File: src/rtl/shake256_arbiter.sv
// shake256_arbiter
// Round-robin arbiter that lends a single shake256_top core to one of NREQ
// hash clients for one complete hash: start pulse, absorb words, then exactly
// the requested number of squeeze words, then a one-cycle done pulse.
// No data is buffered; the winner's absorb stream and the core's squeeze
// stream are steered combinationally by the registered grant.
//
// Ports
//   clk_i, rst_ni          clock, synchronous active-low reset
//   req_i[NREQ]            per-client request for one hash transaction
//   out_words_i            per-client squeeze word count, slice k = [k*OWW+:OWW]
//   din_i                  per-client absorb data, slice k = [k*64+:64]
//   din_valid_i            per-client absorb valid
//   last_din_i             per-client last absorb word flag
//   last_din_byte_i        per-client valid bytes of last word, slice k = [k*4+:4]
//   dout_ready_i           per-client squeeze ready
//   gnt_o                  one-hot registered grant
//   din_ready_o            absorb ready, granted client only
//   dout_o                 squeeze data, broadcast
//   dout_valid_o           squeeze valid, granted client only
//   done_o                 one-cycle transaction-complete pulse
//   shake_*_o / shake_*_i  connection to shake256_top

module shake256_arbiter #(
    parameter int NREQ = 4,
    parameter int OWW  = 8
) (
    input  logic                clk_i,
    input  logic                rst_ni,
    input  logic [NREQ-1:0]     req_i,
    input  logic [NREQ*OWW-1:0] out_words_i,
    input  logic [NREQ*64-1:0]  din_i,
    input  logic [NREQ-1:0]     din_valid_i,
    input  logic [NREQ-1:0]     last_din_i,
    input  logic [NREQ*4-1:0]   last_din_byte_i,
    input  logic [NREQ-1:0]     dout_ready_i,
    output logic [NREQ-1:0]     gnt_o,
    output logic [NREQ-1:0]     din_ready_o,
    output logic [63:0]         dout_o,
    output logic [NREQ-1:0]     dout_valid_o,
    output logic [NREQ-1:0]     done_o,
    output logic                shake_start_o,
    output logic [63:0]         shake_din_o,
    output logic                shake_din_valid_o,
    output logic                shake_last_din_o,
    output logic [3:0]          shake_last_din_byte_o,
    output logic                shake_dout_ready_o,
    input  logic                shake_din_ready_i,
    input  logic [63:0]         shake_dout_i,
    input  logic                shake_dout_valid_i
);

    localparam int IW = (NREQ > 1) ? $clog2(NREQ) : 1;

    typedef enum logic [2:0] {
        S_IDLE,
        S_START,
        S_ABSORB,
        S_SQUEEZE,
        S_DONE
    } state_t;

    state_t          state, state_nxt;
    logic [NREQ-1:0] gnt_q;
    logic [IW-1:0]   gnt_idx;
    logic [IW-1:0]   rr_ptr;
    logic [OWW-1:0]  cnt;

    logic            win_found;
    logic [IW-1:0]   win_idx;
    logic [NREQ-1:0] win_oh;
    logic [OWW-1:0]  win_words;

    logic [63:0]     sel_din;
    logic            sel_din_valid;
    logic            sel_last;
    logic [3:0]      sel_last_byte;
    logic            sel_dout_ready;

    logic            din_hs;
    logic            dout_hs;

    // Round-robin pick: first scan the requesters above the pointer, then wrap
    // to those at or below it, so the last served client has lowest priority.
    always_comb begin
        win_found = 1'b0;
        win_idx   = '0;
        win_oh    = '0;
        win_words = '0;
        for (int k = 0; k < NREQ; k++) begin
            if (!win_found && req_i[k] && (k > int'(rr_ptr))) begin
                win_found = 1'b1;
                win_idx   = IW'(k);
                win_oh[k] = 1'b1;
                win_words = out_words_i[k*OWW +: OWW];
            end
        end
        for (int k = 0; k < NREQ; k++) begin
            if (!win_found && req_i[k] && (k <= int'(rr_ptr))) begin
                win_found = 1'b1;
                win_idx   = IW'(k);
                win_oh[k] = 1'b1;
                win_words = out_words_i[k*OWW +: OWW];
            end
        end
    end

    // AND-OR steering of the granted client's slices; grant is one-hot.
    always_comb begin
        sel_din        = '0;
        sel_din_valid  = 1'b0;
        sel_last       = 1'b0;
        sel_last_byte  = '0;
        sel_dout_ready = 1'b0;
        for (int k = 0; k < NREQ; k++) begin
            if (gnt_q[k]) begin
                sel_din        = din_i[k*64 +: 64];
                sel_din_valid  = din_valid_i[k];
                sel_last       = last_din_i[k];
                sel_last_byte  = last_din_byte_i[k*4 +: 4];
                sel_dout_ready = dout_ready_i[k];
            end
        end
    end

    assign din_hs  = (state == S_ABSORB) && sel_din_valid && shake_din_ready_i;
    assign dout_hs = (state == S_SQUEEZE) && shake_dout_valid_i && sel_dout_ready;

    always_ff @(posedge clk_i) begin
        if (!rst_ni) begin
            state <= S_IDLE;
        end else begin
            state <= state_nxt;
        end
    end

    // An absorb-only request (zero squeeze words) skips S_SQUEEZE entirely.
    always_comb begin
        state_nxt = state;
        case (state)
            S_IDLE:    if (win_found) state_nxt = S_START;
            S_START:   state_nxt = S_ABSORB;
            S_ABSORB:  if (din_hs && sel_last) state_nxt = (cnt == '0) ? S_DONE : S_SQUEEZE;
            S_SQUEEZE: if (dout_hs && (cnt == OWW'(1))) state_nxt = S_DONE;
            S_DONE:    state_nxt = S_IDLE;
            default:   state_nxt = S_IDLE;
        endcase
    end

    // Grant, winner index and squeeze counter are captured at arbitration;
    // the pointer moves to the served client only once its hash completes.
    always_ff @(posedge clk_i) begin
        if (!rst_ni) begin
            gnt_q   <= '0;
            gnt_idx <= '0;
            rr_ptr  <= IW'(NREQ - 1);
            cnt     <= '0;
        end else begin
            case (state)
                S_IDLE: begin
                    if (win_found) begin
                        gnt_q   <= win_oh;
                        gnt_idx <= win_idx;
                        cnt     <= win_words;
                    end
                end
                S_SQUEEZE: begin
                    if (dout_hs) cnt <= cnt - OWW'(1);
                end
                S_DONE: begin
                    rr_ptr <= gnt_idx;
                    gnt_q  <= '0;
                end
                default: ;
            endcase
        end
    end

    // Everything is gated by state so nothing leaks to the core or to
    // non-granted clients outside the phase it belongs to.
    always_comb begin
        shake_start_o         = 1'b0;
        shake_din_o           = '0;
        shake_din_valid_o     = 1'b0;
        shake_last_din_o      = 1'b0;
        shake_last_din_byte_o = '0;
        shake_dout_ready_o    = 1'b0;
        din_ready_o           = '0;
        dout_o                = '0;
        dout_valid_o          = '0;
        done_o                = '0;
        case (state)
            S_START: shake_start_o = 1'b1;
            S_ABSORB: begin
                shake_din_o           = sel_din;
                shake_din_valid_o     = sel_din_valid;
                shake_last_din_o      = sel_last;
                shake_last_din_byte_o = sel_last_byte;
                din_ready_o           = gnt_q & {NREQ{shake_din_ready_i}};
            end
            S_SQUEEZE: begin
                dout_o             = shake_dout_i;
                dout_valid_o       = gnt_q & {NREQ{shake_dout_valid_i}};
                shake_dout_ready_o = sel_dout_ready;
            end
            S_DONE: done_o = gnt_q;
            default: ;
        endcase
    end

    assign gnt_o = gnt_q;

endmodule
File: config.mk
export PLATFORM = sky130hd
export DESIGN_NAME = shake256_arbiter
export DESIGN_NICKNAME = d
export VERILOG_FILES = /design/src/rtl/shake256_arbiter.sv
export SDC_FILE = /design/constraint.sdc
export NUM_CORES = 1
export LEC_CHECK = 0
export ABC_AREA = 1
export CAP_MARGIN = 10
export CORE_AREA = 4 4 206 208
export CTS_CLUSTER_SIZE = 30
export DETAILED_ROUTE_END_ITERATION = 10
export DIE_AREA = 0 0 210 212
export REMOVE_ABC_BUFFERS = 1
export SYNTH_ARGS = -nofsm -noshare
export SYNTH_HDL_FRONTEND = slang
export SYNTH_SLANG_ARGS = --single-unit
File: constraint.sdc
create_clock -name clk_i -period 2.17 [get_ports clk_i]
set_input_delay 0.651 -clock clk_i [delete_from_list [all_inputs] [get_ports clk_i]]
set_output_delay 0.651 -clock clk_i [all_outputs]
set_load 0.005 [all_outputs]
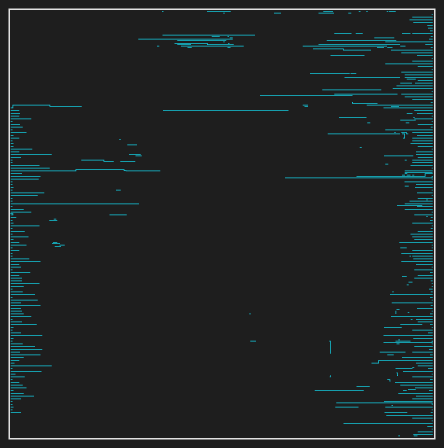
run_1/met3.png
The layer holds 7.7% of the routed length. The wires run mostly horizontal. 339 nets have wire on it. The longest straight run is 72.7 um.
met3 usage in global routing: 0.0372
via count: 9096
Post-Route WL: 42000 um

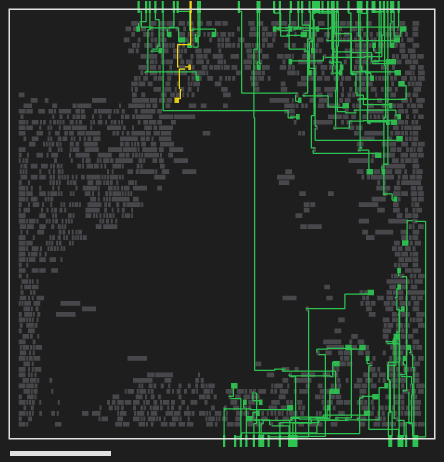
run_1/port_nets.png
Scale bar: 50 um.
`shake_din_o`: shown in green, direction output, end cells 64, buffers 65, wire 3820 um. `shake_din_ready_i`: shown in yellow, direction input, end cells 2, buffers 2, wire 56.3 um.
number of buffers inserted by port buffering: 539
number of ports placed on the die boundary: 540

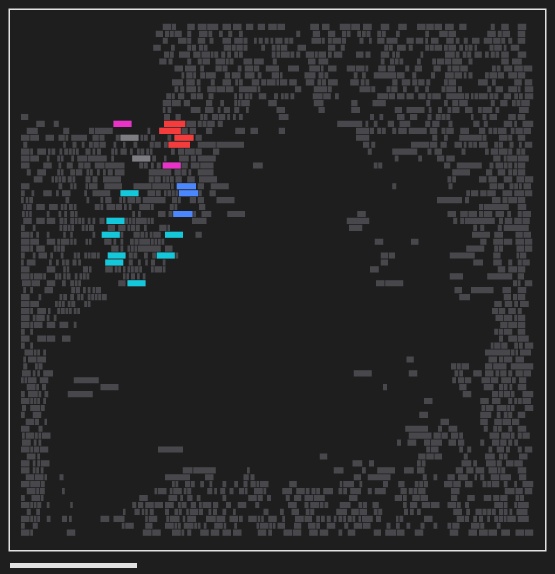
run_1/registers.png
Scale bar: 50 um.
`state`: shown in blue, flops 3. `cnt`: shown in cyan, flops 8, where middle left. `rr_ptr`: shown in magenta, flops 2. `gnt_o`: shown in red, flops 4.
Another 2 sequential cells are not colored.
share of cell area taken by flip-flops and latches: 0.0312
area occupied by registers: 397 um^2
seq pwr: 0.669 mW

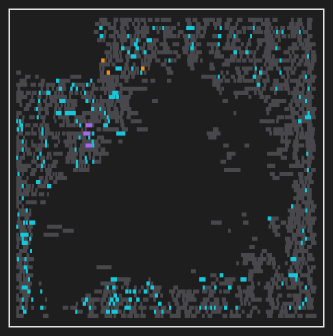
run_1/gate_families.png
AND and OR gates: shown in orange, cells 3. NOR gates: shown in cyan, cells 201, where spread over the die. adder and majority cells: shown in purple, cells 3.
most frequently placed logic cell in the final layout: clkdlybuf4s50_1
logic gate fraction of the total cell area: 0.330
final std cells w/o fill: 2135

==> impl_report.txt, run 1 <==
=== SYNTHESIS / PLACE & ROUTE SUMMARY ===
----------------------------------------------------
[Run status]
  Outcome ........................ complete, but fails checks
  Failing checks ........................ setup timing

[Worst setup path]
  Slowest cell on the critical path ........................ dfxtp_4
  FF-to-FF Start ........................ gnt_o[1]
  Worst setup SP type ........................ register
  Reg-to-reg critical path endpoint ........................ state[1]

[Final timing]
  Fmax achieved ........................ 0.429 GHz
  Final setup slack of the worst path ........................ -0.162 ns
  Unrepaired setup endpoints after global routing ........................ true
  Slew at the pin closest to its max-slew limit ........................ 0.389 ns
  Number of endpoints failing setup at the final stage ........................ between 70 and 80

[Global routing]
  Met1 usage in global routing ........................ 0.197
  Antenna violations before repair ........................ 11
  Highest-utilization routing layer at the global route stage ........................ met2

[Min path]
  Worst hold start ........................ gnt_idx[0]

[Pwr]
  Switching power ........................ 6.50 mW
  Maximum VDD drop ........................ 0.376 mV
  Internal power ........................ 6.46 mW
  Power in the clock group ........................ 0.385 mW

[Logic synthesis]
  Adder share ........................ 0.00784
  Proportion of synthesized chip area in sequential cells ........................ 0.0794
  Async set or reset register ratio after synthesis ........................ 0
  Top FF cell, synth ........................ dfxtp_1
  Most frequently used cell type in the post-synthesis netlist ........................ o21ai_0
  Dominant cell area share ........................ 0.223
  XOR/XNOR Fraction of Synth Area ........................ 0.00183
  Biggest area consumer among synthesized cells ........................ o21ai_0

[Finish]
  Multi-input gates ........................ 750
  Number of inserted diodes ........................ 7
  Multi-input combinational cell area ........................ 4200 um^2
  Buffer share of cell area ........................ 0.538
  Clock buffer instance count of the final layout ........................ 3
  Area growth, synth to finish ........................ 166%
  Fraction of layout instances using a drive strength above 1 ........................ 0.316
  Biggest register ........................ cnt

[Routing]
  Met2 Routed Length ........................ 21100 um
  DRC marker count from the first detailed-route iteration ........................ 554
  Final routed DRC violation total ........................ 0
  Via-per-instance ratio ........................ 4.26

[Clock network]
  Clock tree from TritonCTS ........................ done
  # H-tree levels ........................ 1

[Flow run]
  Total of max-cap violations ........................ 0

[Place]
  Placed Instance Area ........................ 11500 um^2
  Post-DP HPWL ........................ 31100 um

[Floorplan]
  Starting density of the core ........................ 0.118
  Overall die area ........................ 44500 um^2

----------------------------------------------------
==> run 1 -> run 2 <==
--- a/config.mk
+++ b/config.mk
@@ -7,10 +7,11 @@
 export LEC_CHECK = 0
 export ABC_AREA = 1
 export CAP_MARGIN = 10
-export CORE_AREA = 4 4 206 208
+export CORE_AREA = 4 4 205 207
 export CTS_CLUSTER_SIZE = 30
 export DETAILED_ROUTE_END_ITERATION = 10
-export DIE_AREA = 0 0 210 212
+export DIE_AREA = 0 0 209 211
+export PLACE_DENSITY_LB_ADDON = 0.08
 export REMOVE_ABC_BUFFERS = 1
 export SYNTH_ARGS = -nofsm -noshare
 export SYNTH_HDL_FRONTEND = slang
==> constraint.sdc (replaced) <==
create_clock -name clk_i -period 2.7 [get_ports clk_i]
set_input_delay 0.81 -clock clk_i [delete_from_list [all_inputs] [get_ports clk_i]]
set_output_delay 0.81 -clock clk_i [all_outputs]
set_load 0.005 [all_outputs]
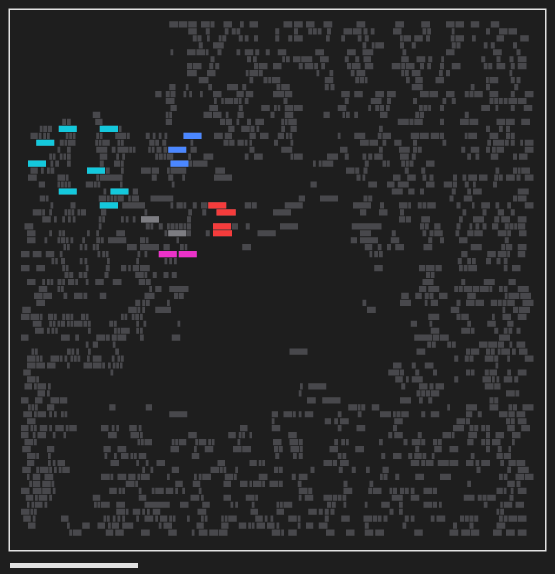
run_2/registers.png
Scale bar: 50 um.
`rr_ptr`: shown in magenta, flops 2. `state`: shown in blue, flops 3. `gnt_o`: shown in red, flops 4, where center. `cnt`: shown in cyan, flops 8.
Another 2 sequential cells are not colored.
Core Util, Final: 0.277
area occupied by registers: 383 um^2
seq pwr: 0.494 mW
share of cell area taken by flip-flops and latches: 0.0342

==> run 2 against run 1 <==
The run still ends with setup timing left. Die size shrank 0.95%. Highest routed layer unchanged. Clock-buffer cell count is the same. Synthesized cell count is the same.
==> impl_report.txt, run 2 <==
=== SYNTHESIS / PLACE & ROUTE SUMMARY ===
----------------------------------------------------
[Logic synthesis]
  Dominant cell area share ........................ 0.223 (unchanged)
  Adder share ........................ 0.00784 (unchanged)
  Biggest area consumer among synthesized cells ........................ o21ai_0 (unchanged)
  Proportion of synthesized chip area in sequential cells ........................ 0.0794 (unchanged)
  XOR/XNOR Fraction of Synth Area ........................ 0.00183 (unchanged)
  Yosys stat chip area ........................ 4790 um^2 (unchanged)
  Async set or reset register ratio after synthesis ........................ 0 (unchanged)
  And-or/or-and share of the synthesized area ........................ 0.417 (unchanged)
  Most frequently used cell type in the post-synthesis netlist ........................ o21ai_0 (unchanged)
  Top FF cell, synth ........................ dfxtp_1 (unchanged)

[Global routing]
  Highest-utilization routing layer at the global route stage ........................ met2 (unchanged)
  Total gr overflow ........................ 0 (unchanged)
  Met1 usage in global routing ........................ 0.195 (was 0.197)
  Met3 usage in global routing ........................ 0.0425 (was 0.0372)
  Antenna violations before repair ........................ 15 (was 11)

[Finish]
  Clock buffer instance count of the final layout ........................ 3 (unchanged)
  Number of inserted diodes ........................ 7 (unchanged)
  Biggest register ........................ cnt (unchanged)
  Most frequent cells in the layout ........................ clkdlybuf4s50_1 (348), nor2_1 (182), a21oi_1 (132), o21ai_1 (121), inv_1 (116) (was clkdlybuf4s50_1 (253), o21ai_1 (151), nor2_1 (132), inv_1 (110), dlygate4sd2_1 (107))
  Most frequently placed logic cell in the final layout ........................ clkdlybuf4s50_1 (unchanged)
  Fraction of layout instances using a drive strength above 1 ........................ 0.157 (was 0.316)
  Count of non-CTS inverters in the layout ........................ 125 (unchanged)
  Final std cells w/o fill ........................ 2045 (was 2135)
  Logic gate fraction of the total cell area ........................ 0.336 (was 0.330)
  Multi-input gates ........................ 750 (unchanged)
  Multi-input combinational cell area ........................ 3760 um^2 (was 4200 um^2)
  Number of filler cells placed in the layout ........................ 4651 (was 4454)
  Area growth, synth to finish ........................ 134% (was 166%)
  Dominant kind of cell ........................ non-clock buffers (unchanged)
  Buffer share of cell area ........................ 0.519 (was 0.538)

[Worst setup path]
  Slowest cell on the critical path ........................ clkdlybuf4s50_1 (was dfxtp_4)
  Crit path launch ........................ din_i[107] (was gnt_o[1])
  Peak per-stage delay on the critical path ........................ 0.46 ns (was 0.38 ns)
  FF-to-FF Start ........................ gnt_o[1] (unchanged)
  Worst setup SP type ........................ input port (was register)
  Reg-to-reg critical path endpoint ........................ cnt[1] (was state[1])

[Pwr]
  Switching power ........................ 4.13 mW (was 6.50 mW)
  P_leak ........................ 5.55 nW (was 6.12 nW)
  Power share of the combinational group ........................ 0.897 (was 0.919)
  Maximum VDD drop ........................ 0.360 mV (was 0.376 mV)
  Power in the clock group ........................ 0.308 mW (was 0.385 mW)
  Internal power ........................ 3.62 mW (was 6.46 mW)
  Switching power as a share of total power ........................ 0.533 (was 0.502)

[Floorplan]
  Starting density of the core ........................ 0.119 (was 0.118)
  Core region area ........................ 40400 um^2 (was 40600 um^2)
  Overall die area ........................ 44100 um^2 (was 44500 um^2)
  Die y size ........................ 211 um (was 212 um)
  Standard-cell row count ........................ 74 (unchanged)
  Number of ports placed on the die boundary ........................ 540 (unchanged)

[Place]
  Placed Instance Area ........................ 11200 um^2 (was 11500 um^2)
  Number of buffers inserted by port buffering ........................ 539 (unchanged)
  Post-DP HPWL ........................ 32300 um (was 31100 um)
  Worst slack at placement ........................ -0.996 ns (was -0.783 ns)

[Final timing]
  Unrepaired setup endpoints after global routing ........................ true (unchanged)
  Slew at the pin closest to its max-slew limit ........................ 0.581 ns (was 0.389 ns)
  Final setup slack of the worst path ........................ -0.00540 ns (was -0.162 ns)
  Fmax achieved ........................ 0.370 GHz
  Rel. slew slack ........................ 0.612 (was 0.739)
  Number of endpoints failing setup at the final stage ........................ 1 (was 72)

[Routing]
  Via-per-instance ratio ........................ 4.08 (was 4.26)
  Post-DR wirelength/cell ........................ 19.3 um (was 19.7 um)
  Via count ........................ 8336 (was 9096)
  DRC marker count from the first detailed-route iteration ........................ 374 (was 554)
  Final routed DRC violation total ........................ 0 (unchanged)
  Post-Route WL ........................ 39400 um (was 42000 um)
  Met2 Routed Length ........................ 20000 um (was 21100 um)

[Clock network]
  Clock tree from TritonCTS ........................ done (unchanged)
  # H-tree levels ........................ 1 (unchanged)
  Clk root buf ........................ clkbuf_16 (unchanged)

[Run status]
  Outcome ........................ complete, but fails checks (unchanged)
  Failing checks ........................ setup timing (unchanged)

[Min path]
  Worst hold start ........................ gnt_idx[0] (unchanged)

[Flow run]
  Total of max-cap violations ........................ 0 (unchanged)

----------------------------------------------------
Power and IR drop assume default switching activity.
